===== config.mk =====
export PLATFORM = sky130hd
export DESIGN_NAME = add_result_stage
export DESIGN_NICKNAME = d
export VERILOG_FILES = /design/src/rtl/add_result_stage.sv
export SDC_FILE = /design/constraint.sdc
export NUM_CORES = 1
export LEC_CHECK = 0
export ABC_CLOCK_PERIOD_IN_PS = 2800
export CAP_MARGIN = 15
export CORE_ASPECT_RATIO = 0.9
export CORE_MARGIN = 2
export CORE_UTILIZATION = 51
export DETAILED_ROUTE_END_ITERATION = 7
export PLACE_DENSITY = 0.81
export SLEW_MARGIN = 5
export SYNTH_ARGS = -nofsm -noshare
export SYNTH_HDL_FRONTEND = slang
export SYNTH_SLANG_ARGS = --single-unit

===== constraint.sdc =====
create_clock -name clk -period 2.8 [get_ports clk]
set_clock_uncertainty 0.15 [all_clocks]
set_input_delay 0.84 -clock clk [delete_from_list [all_inputs] [get_ports clk]]
set_output_delay 0.84 -clock clk [all_outputs]
set_load 0.02 [all_outputs]

===== src/rtl/add_result_stage.sv =====
// add_result_stage: narrows the adder's N+1-bit sum to N bits (wrap or saturate), flags it,
// tracks sticky overflow and buffers entries in a 2-deep valid/ready FIFO.
module add_result_stage #(
    parameter int N = 4
) (
    input  logic         clk,
    input  logic         rst,
    input  logic         in_valid,
    output logic         in_ready,
    input  logic [N:0]   in_sum,
    input  logic         sat_en,
    output logic         out_valid,
    input  logic         out_ready,
    output logic [N-1:0] out_data,
    output logic         out_ovf,
    output logic         out_zero,
    output logic         out_neg,
    input  logic         clr_sticky,
    output logic         sticky_ovf
);
    localparam int W = N + 3;

    logic [W-1:0] mem_q [2];
    logic [1:0]   count_q, count_d;
    logic         wr_ptr_q, wr_ptr_d, rd_ptr_q, rd_ptr_d;
    logic         sticky_q, sticky_d;
    logic         push, pop, ovf;
    logic [N-1:0] data;
    logic [W-1:0] entry, head;

    // Entries are narrowed and flagged on the way in so the output side is purely registered
    always_comb begin
        ovf = in_sum[N] ^ in_sum[N-1];
        data = (ovf && sat_en) ? (in_sum[N] ? {1'b1, {(N-1){1'b0}}} : {1'b0, {(N-1){1'b1}}})
                               : in_sum[N-1:0];
        entry = {data, ovf, data == '0, data[N-1]};
    end

    assign in_ready  = !rst && (count_q != 2'd2);
    assign out_valid = (count_q != 2'd0);
    assign push      = in_valid && in_ready;
    assign pop       = out_valid && out_ready;
    assign head      = mem_q[rd_ptr_q];

    // Fields read as zero while empty so no stale entry is ever presented
    assign {out_data, out_ovf, out_zero, out_neg} = out_valid ? head : '0;
    assign sticky_ovf = sticky_q;

    always_comb begin
        count_d  = (push && !pop) ? count_q + 2'd1 : (pop && !push) ? count_q - 2'd1 : count_q;
        wr_ptr_d = push ? !wr_ptr_q : wr_ptr_q;
        rd_ptr_d = pop ? !rd_ptr_q : rd_ptr_q;
        sticky_d = (push && ovf) ? 1'b1 : clr_sticky ? 1'b0 : sticky_q;
    end

    always_ff @(posedge clk) begin
        if (rst) begin
            mem_q[0] <= '0;
            mem_q[1] <= '0;
            count_q  <= 2'd0;
            wr_ptr_q <= 1'b0;
            rd_ptr_q <= 1'b0;
            sticky_q <= 1'b0;
        end else begin
            if (push)
                mem_q[wr_ptr_q] <= entry;
            count_q  <= count_d;
            wr_ptr_q <= wr_ptr_d;
            rd_ptr_q <= rd_ptr_d;
            sticky_q <= sticky_d;
        end
    end
endmodule


==> flow_summary.ini, run 1 <==
; yosys + openroad results
[final_timing]
slew_viol_final = 0
fin_crit_ps = 2692
fin_crit_sh_pct = 96.15
max-slew-margin-rel_pct = 70.53
setup_violations = 0
fmax_mhz = 371.4
finalHoldViolCount = 0
rsz0062_at_grt = false
max_slew.worst_pin.slew_ps = 440.4
holdWs_ps = 332.8

[routing]
ant_nets = 0
vias = 669
drc = 0
routed_via_density = 5.146
postRouteWirelength_um = 1542
drt_iter0_drc = 25
drtPass1Iterations = 4

[grt]
antenna_found_initial = 0
grt_start_max_net_pins = 11
overflow = 0
grt_pass1_vias = 636
grt_pass1_wl_um = 2594
gr-usage-all-layers_pct = 16.02

[pwr]
peakVddDrop_mv = 0.4897
powerDensity_nw_per_um2 = 764.4
leakage_nw = 0.4286

[finish]
buffers = 22
clkCellAreaFrac_pct = 2.278
final-nonclk-buf-share_pct = 18.55
flops = 18
fillers = 129
n_antenna_cell = 0
area_delta_synth_final_pct = 27.70
nonClockInverterCount = 1
drive_gt1_share_pct = 8.491
seq_share_pct = 41.65
clockBufferCount = 4
flop_area_um2 = 480.5
logic_area_um2 = 399.1
dominant_cells = flip-flops and latches
final_nets = 119
logic_gates = 61

[worst_hold_path]
whs_endpoint = sticky_ovf
hold_path_class = flop to flop
min_path_cells = 2
hp-start = sticky_ovf

[die]
taps = 24
chip_area_um2 = 2124
core_area_um2 = 1664
io_pins = 21
fp_util_pct = 54.29
rows = 14
die_h_um = 43.93
fp.dieW_um = 48.37

[setup_path]
path_buffers = 1
cp_data_required_time_ps = 1810
reg2reg_slack_ps = 1010
crit_chain = nor2_1 -> nor2_1 -> clkdlybuf4s50_1
crit_type = flop to output port
slowest_delay_ps = 550
timing.rr.end = count_q[1]
critical_path.top_delay_family = buffers and inverters
path_common_cell = nor2_1
cp_max_fo = 7
cp-start-kind = flop
crit_slowest_cell = clkdlybuf4s50_1
reg2reg_from = count_q[0]
worstPathArrival_ps = 1700
r2r_cells = 5
end_kind = output port

[yosys]
synth-warning-count = 0
yosysUniqueCellTypes = 25
synthXorXnorAreaFrac_pct = 3.878
simple_gate_area_share_pct = 24.24
yosys_register_bits = 18
avgSynthCellArea_um2 = 10.88
ys_cells = 83
synthAoiAreaFrac_pct = 6.925
topCombFamilyByArea = simple AND/OR/NAND/NOR gates
ys_sh_mux_pct = 7.756
ys_sh_adder_pct = 1.385
synth_seq_share_pct = 53.19
yosysChipArea_um2 = 903.4
netlist_area_um2 = 903.4
floorplan.nets = 95
synthCells = 83

[clock_network]
post_cts_buffers = 0
cts_sinks = 18
ctsLongestPathBuffers = 2
clock-root-buffer = clkbuf_4
clk_pin_slew_ps = 90
clk_latency_ps = 280
cts_buffers = 3
ctsHtreeMaxLevel = 1
cts_tree = yes

[placed_design]
post-dp-hpwl_um = 1268
place_inst = 126
globalplace.congestion = 0.7189
port_buffers = 20

[flow_run]
cap_violations = 0
tool_warnings = 26

[run_status]
run_status = complete, no violations
## run 1: state kept, by name, indices dropped and copies added, names as in the netlist, named ones only
register / cells
mem_q: 12
sticky_ovf: 1
count_q: 2
rd_ptr_q: 1
wr_ptr_q: 1
## run 1: worst register-to-register path, cell delays in order (launching register included)
cell and delay, ps:
dfxtp_1 430, nand2b_4 200, and2_1 170, ha_1 270, or3_1 360, a21oi_1 150
## run 1: power by group
group	internal [mW]	total, mW	switching, mW
combinational	0.179	0.369	0.190
sequential	0.337	0.385	0.0484
clock	0.0553	0.127	0.0720
total	0.572	0.882	0.310
## run 1: cell usage after synthesis (all sizes together)
library cell  count  area share [%]
nor2             15             6.2
edfxtp           12              40
mux2i             7             7.8
dfxtp             6              13
nand2b            6             5.0
nor3              6             3.3
a21oi             5             2.8
xor2              4             3.9
a21boi            3             2.5
buf               3             2.2
o21ai             3             1.7
nand2             2            0.83
nand3             2             1.7
nor2b             2             2.2
and2              1            0.69
and3              1            0.69
ha                1             1.4
inv               1            0.42
nand3b            1             2.2
nor4              1            0.69
or3               1            0.69
## run 1: stage by stage
stage	total power, mW	setup slack, ps	instance area (µm²)	setup TNS (ps)
2_1_floorplan	0.6276	503.7	903.4	0
3_5_place_dp	0.7679	-164.3	1129	-164.3
4_1_cts	0.8925	72.41	1154	0
6_report	0.8819	107.8	1154	0
5_1_grt	0.9392	0.6631	1154	0
3_3_place_gp	0.7510	-156.7	1129	-156.7
## run 1: what timing repair did
action,4_1_cts,5_1_grt
gates resized,1,0
hold buffers,0,0
endpoints found under the setup margin,1,0
## run 1: kinds of logic (layout without fill, tap and decap cells)
family,after synthesis,after routing
flip-flops,18,18
AND-OR/OR-AND,11,11
buffers and inverters,4,27
adder cells (fa/ha/maj),1,1
XOR/XNOR,4,4
multiplexers,7,7
AND/OR/NAND/NOR,38,38
## run 1: placed cells by master, fill, tap and decap left out
cell / instances
a21boi_0: 3
a21oi_1: 5
and2_1: 1
and3_1: 1
buf_4: 2
clkbuf_1: 1
clkbuf_4: 3
clkdlybuf4s50_1: 19
dfxtp_1: 6
dlygate4sd2_1: 1
edfxtp_1: 12
ha_1: 1
inv_1: 1
mux2i_1: 7
nand2_1: 2
nand2b_1: 5
nand2b_4: 1
nand3_1: 1
nand3_2: 1
nand3b_4: 1
nor2_1: 15
nor2b_1: 1
nor2b_4: 1
nor3_1: 6
nor4_1: 1
o21ai_0: 3
or3_1: 1
xor2_1: 4
## run 1: per-layer routing
layer | GRT usage [%] | wire length [µm] | up-vias
met5 | 0 | 0 | -
met4 | 6.286 | 15 | 0
met3 | 3.448 | 87 | 2
met2 | 28.61 | 746 | 27
met1 | 19.37 | 693 | 300
li1 | - | - | 340
## run 1: worst max-delay path by stage
stage	from	end	slack, ps	cells after the start
floorplan	rst	in_ready	500	2
global placement	rst	in_ready	-160	3
detailed placement	rst	in_ready	-160	3
CTS	count_q[1]	out_data[3]	70	3
global route	count_q[1]	out_data[3]	0.7	3
finish	count_q[1]	out_data[3]	110	3
Run 1, sequential cells colored by netlist name:
Bar = 10 µm. Other sequential cells in the stronger gray, the rest of the logic in the fainter gray.
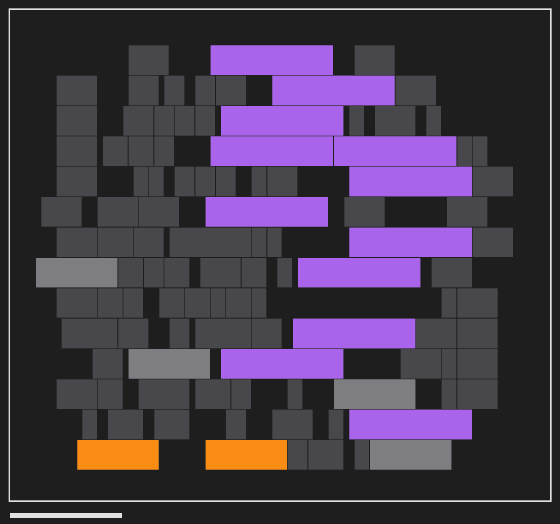
orange -> `count_q`  # sequential cells 2
purple -> `mem_q`  # sequential cells 12
Util after Layout: 69.32%
Seq. pwr: 0.385 mW

Run 1, gate-type map:
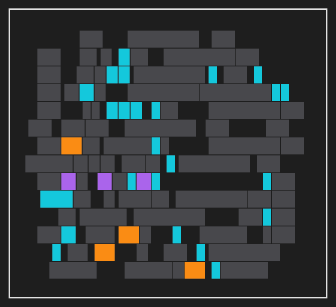
cyan -> NOR gates  # cells 24, where all over the die
purple -> AND and OR gates  # cells 3
orange -> XOR/XNOR gates  # cells 4
multi-input combinational area share: 34.60%
final std cells w/o fill: 130
most frequent logic cell in the layout: clkdlybuf4s50_1

Run 1, track usage over the die:
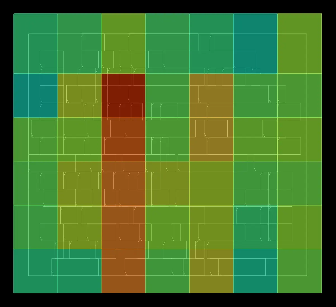
met1 Use GR: 19.37%
M3 GR Usage: 3.448%
met2 Usage GRT: 28.61%
wire per inst: 11.86 µm
Most Crowded Layer GR: met2

Run 1, layout detail:
Bar = 10 µm. Region (0, 0) to (25, 25) µm. Cells in gray, sequential cells in the stronger gray; small squares are vias.
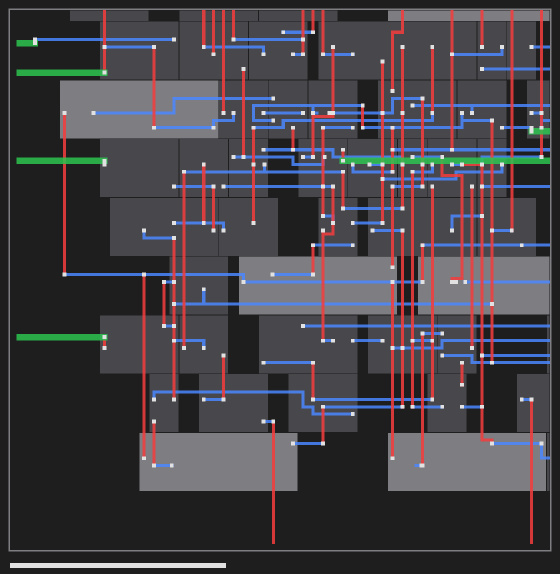
green -> metal 3
blue -> metal 1
red -> metal 2
sequential cells in the window = 5
most frequent = nor2_1 (5), nand2b_1 (4), dfxtp_1 (4)
cells with their middle in the window = 40
netlist names of flops here include = `count_q` (2)

==> inputs of run 2 (changes only) <==
--- a/config.mk
+++ b/config.mk
@@ -10,6 +10,7 @@
 export CORE_ASPECT_RATIO = 0.9
 export CORE_MARGIN = 2
 export CORE_UTILIZATION = 51
+export CTS_CLUSTER_DIAMETER = 30
 export DETAILED_ROUTE_END_ITERATION = 7
 export PLACE_DENSITY = 0.81
 export SLEW_MARGIN = 5
Run 2, sequential cells colored by netlist name:
Bar = 10 µm. Other sequential cells in the stronger gray, the rest of the logic in the fainter gray.
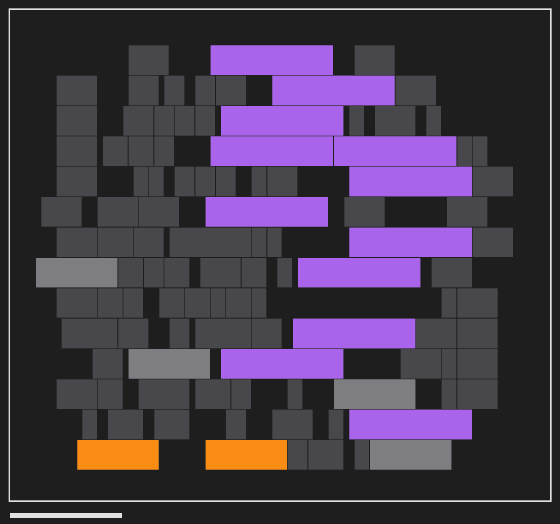
purple -> `mem_q`  # sequential cells 12
orange -> `count_q`  # sequential cells 2
register area: 480.5 µm²
Seq/total area: 41.65%

==> run 2 against run 1 <==
Combinational power is essentially flat; synthesized cell count is the same; first-iteration DRC count is the same; global-route usage is the same.
==> flow_summary.ini, run 2 <==
; yosys + openroad results
[final_timing]
fmax_mhz = 371.4
rsz0062_at_grt = false
finalHoldViolCount = 0
slew_viol_final = 0
fin_crit_ps = 2692
max_slew.worst_pin.slew_ps = 440.4
setup_violations = 0
fin_crit_sh_pct = 96.15

[die]
die_h_um = 43.93
fp.dieW_um = 48.37

[grt]
grt_pass1_vias = 636
gr-usage-all-layers_pct = 16.02
grt_pass1_wl_um = 2594
grt_start_max_net_pins = 11

[worst_hold_path]
hold_path_class = flop to flop
hp-start = sticky_ovf

[finish]
drive_gt1_share_pct = 8.491
finalNonFillerCells = 130
final_nets = 119
final_area_um2 = 1154
layout_top_cells = 19 x clkdlybuf4s50_1, 15 x nor2_1, 12 x edfxtp_1, 7 x mux2i_1

[setup_path]
cp_max_fo = 7
reg2reg_from = count_q[0]
slowest_delay_ps = 550
path_common_cell = nor2_1
crit_type = flop to output port
cp_data_required_time_ps = 1810
cp-startpoint = count_q[1]
crit_slowest_cell = clkdlybuf4s50_1
end_kind = output port
cp-start-kind = flop

[yosys]
synth_area_leader_cell = edfxtp_1
synth-edff-count = 12
avgSynthCellArea_um2 = 10.88
yosys_register_bits = 18
synth-async-reset-ratio_pct = 0
floorplan.nets = 95
synth-warning-count = 0
yosysUniqueCellTypes = 25
yosysTopAreaCellShare_pct = 39.89
synth_seq_share_pct = 53.19

[routing]
routed_via_density = 5.146
drtPass1Iterations = 4
postRouteWirelength_um = 1542
post_drt_wl_per_cell_um = 11.86
drt_iter0_drc = 25
vias = 669
ant_nets = 0
drc = 0

[clock_network]
clk_latency_ps = 280
ctsLongestPathBuffers = 2
clock-root-buffer = clkbuf_4
post_cts_buffers = 0
cts_tree = yes
ctsHtreeMaxLevel = 1

[flow_run]
cap_violations = 0
tool_warnings = 26

[placed_design]
dpl-instance-area_um2 = 1129

[pwr]
p_total_mw = 0.8819

[run_status]
run_status = complete, no violations
Run 2, I/O nets highlighted:
Bar = 10 µm.
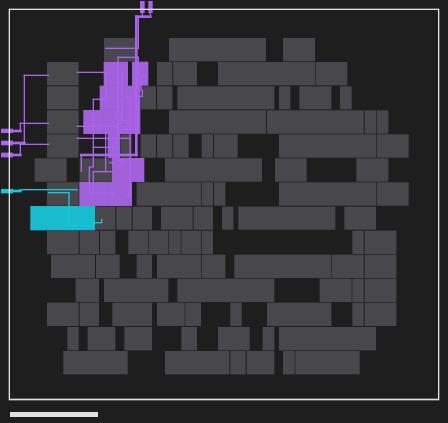
cyan -> `sticky_ovf`  # bits 1, direction output, edge west, end cells 1, buffers 1, wire 17.7 µm
purple -> `in_sum`  # bits 5, direction input, edge 3 west, 2 north, end cells 11, buffers 5, wire 153 µm
IO Count: 21
Port-buffer cells: 20

run 2: cell counts after synthesis:
No cell type changed its count.
run 2: cell families after synthesis:
family	count (synthesis)	share of synthesized area (%)
AOI/OAI and AO/OA	11	6.924
xor gates and xnor gates	4	3.878
adders and majority gates	1	1.385
buffers and inverters	4	2.630
DFF	18	53.19
muxes	7	7.757
and+or+nand+nor	38	24.24
run 2: path summary, 6_finish.rpt:
check	depth (start not counted)	slack, ps	end
worst max-delay path	3	110	out_data[3]
worst min-delay path	2	330	sticky_ovf
worst max register to register	5	1010	count_q[1]
worst min register to register	2	330	sticky_ovf
run 2: metrics by stage:
step,hold WS (ps),worst slack (ps),setup TNS (ps)
after floorplan,322.5,503.7,0
after global placement,315.5,-156.7,-156.7
after detailed placement,318.6,-164.3,-164.3
after CTS,337.0,72.41,0
after global routing,378.1,0.6631,0
final,332.8,107.8,0
run 2: final cells by class:
cell class              count  area, µm²  area share [%]
well taps                  24      30.03           2.603
multi-input cells          61      399.1           34.60
clock buffers               4      26.28           2.278
repair buffers             22      214.0           18.55
inverters                   1      3.754          0.3254
flip-flops and latches     18      480.5           41.65
run 2: what timing repair did:
action                                  in CTS  in global routing
endpoints found under the setup margin       1                  0
hold buffers                                 0                  0
resized                                      1                  0
run 2: metal layers:
layer / global-route usage, % / up-vias / share of wire, %
met5: 0 / - / 0
met4: 6.286 / 0 / 0.97
met3: 3.448 / 2 / 5.6
met2: 28.61 / 27 / 48
met1: 19.37 / 300 / 45
li1: - / 340 / -
run 2: where the power goes:
group | leakage (nW) | internal [mW] | switching, mW
combinational | 0.239 | 0.179 | 0.190
clock | 0.0150 | 0.0553 | 0.0720
sequential | 0.175 | 0.337 | 0.0484
total | 0.429 | 0.572 | 0.310
run 2: critical path: cells and delay by family (launching register included):
family                 cells  cell delay (ps)
DFF                        1              370
and+or+nand+nor            2              490
buffers and inverters      1              550
No activity file was given, so power comes from the tool's default toggle rates.
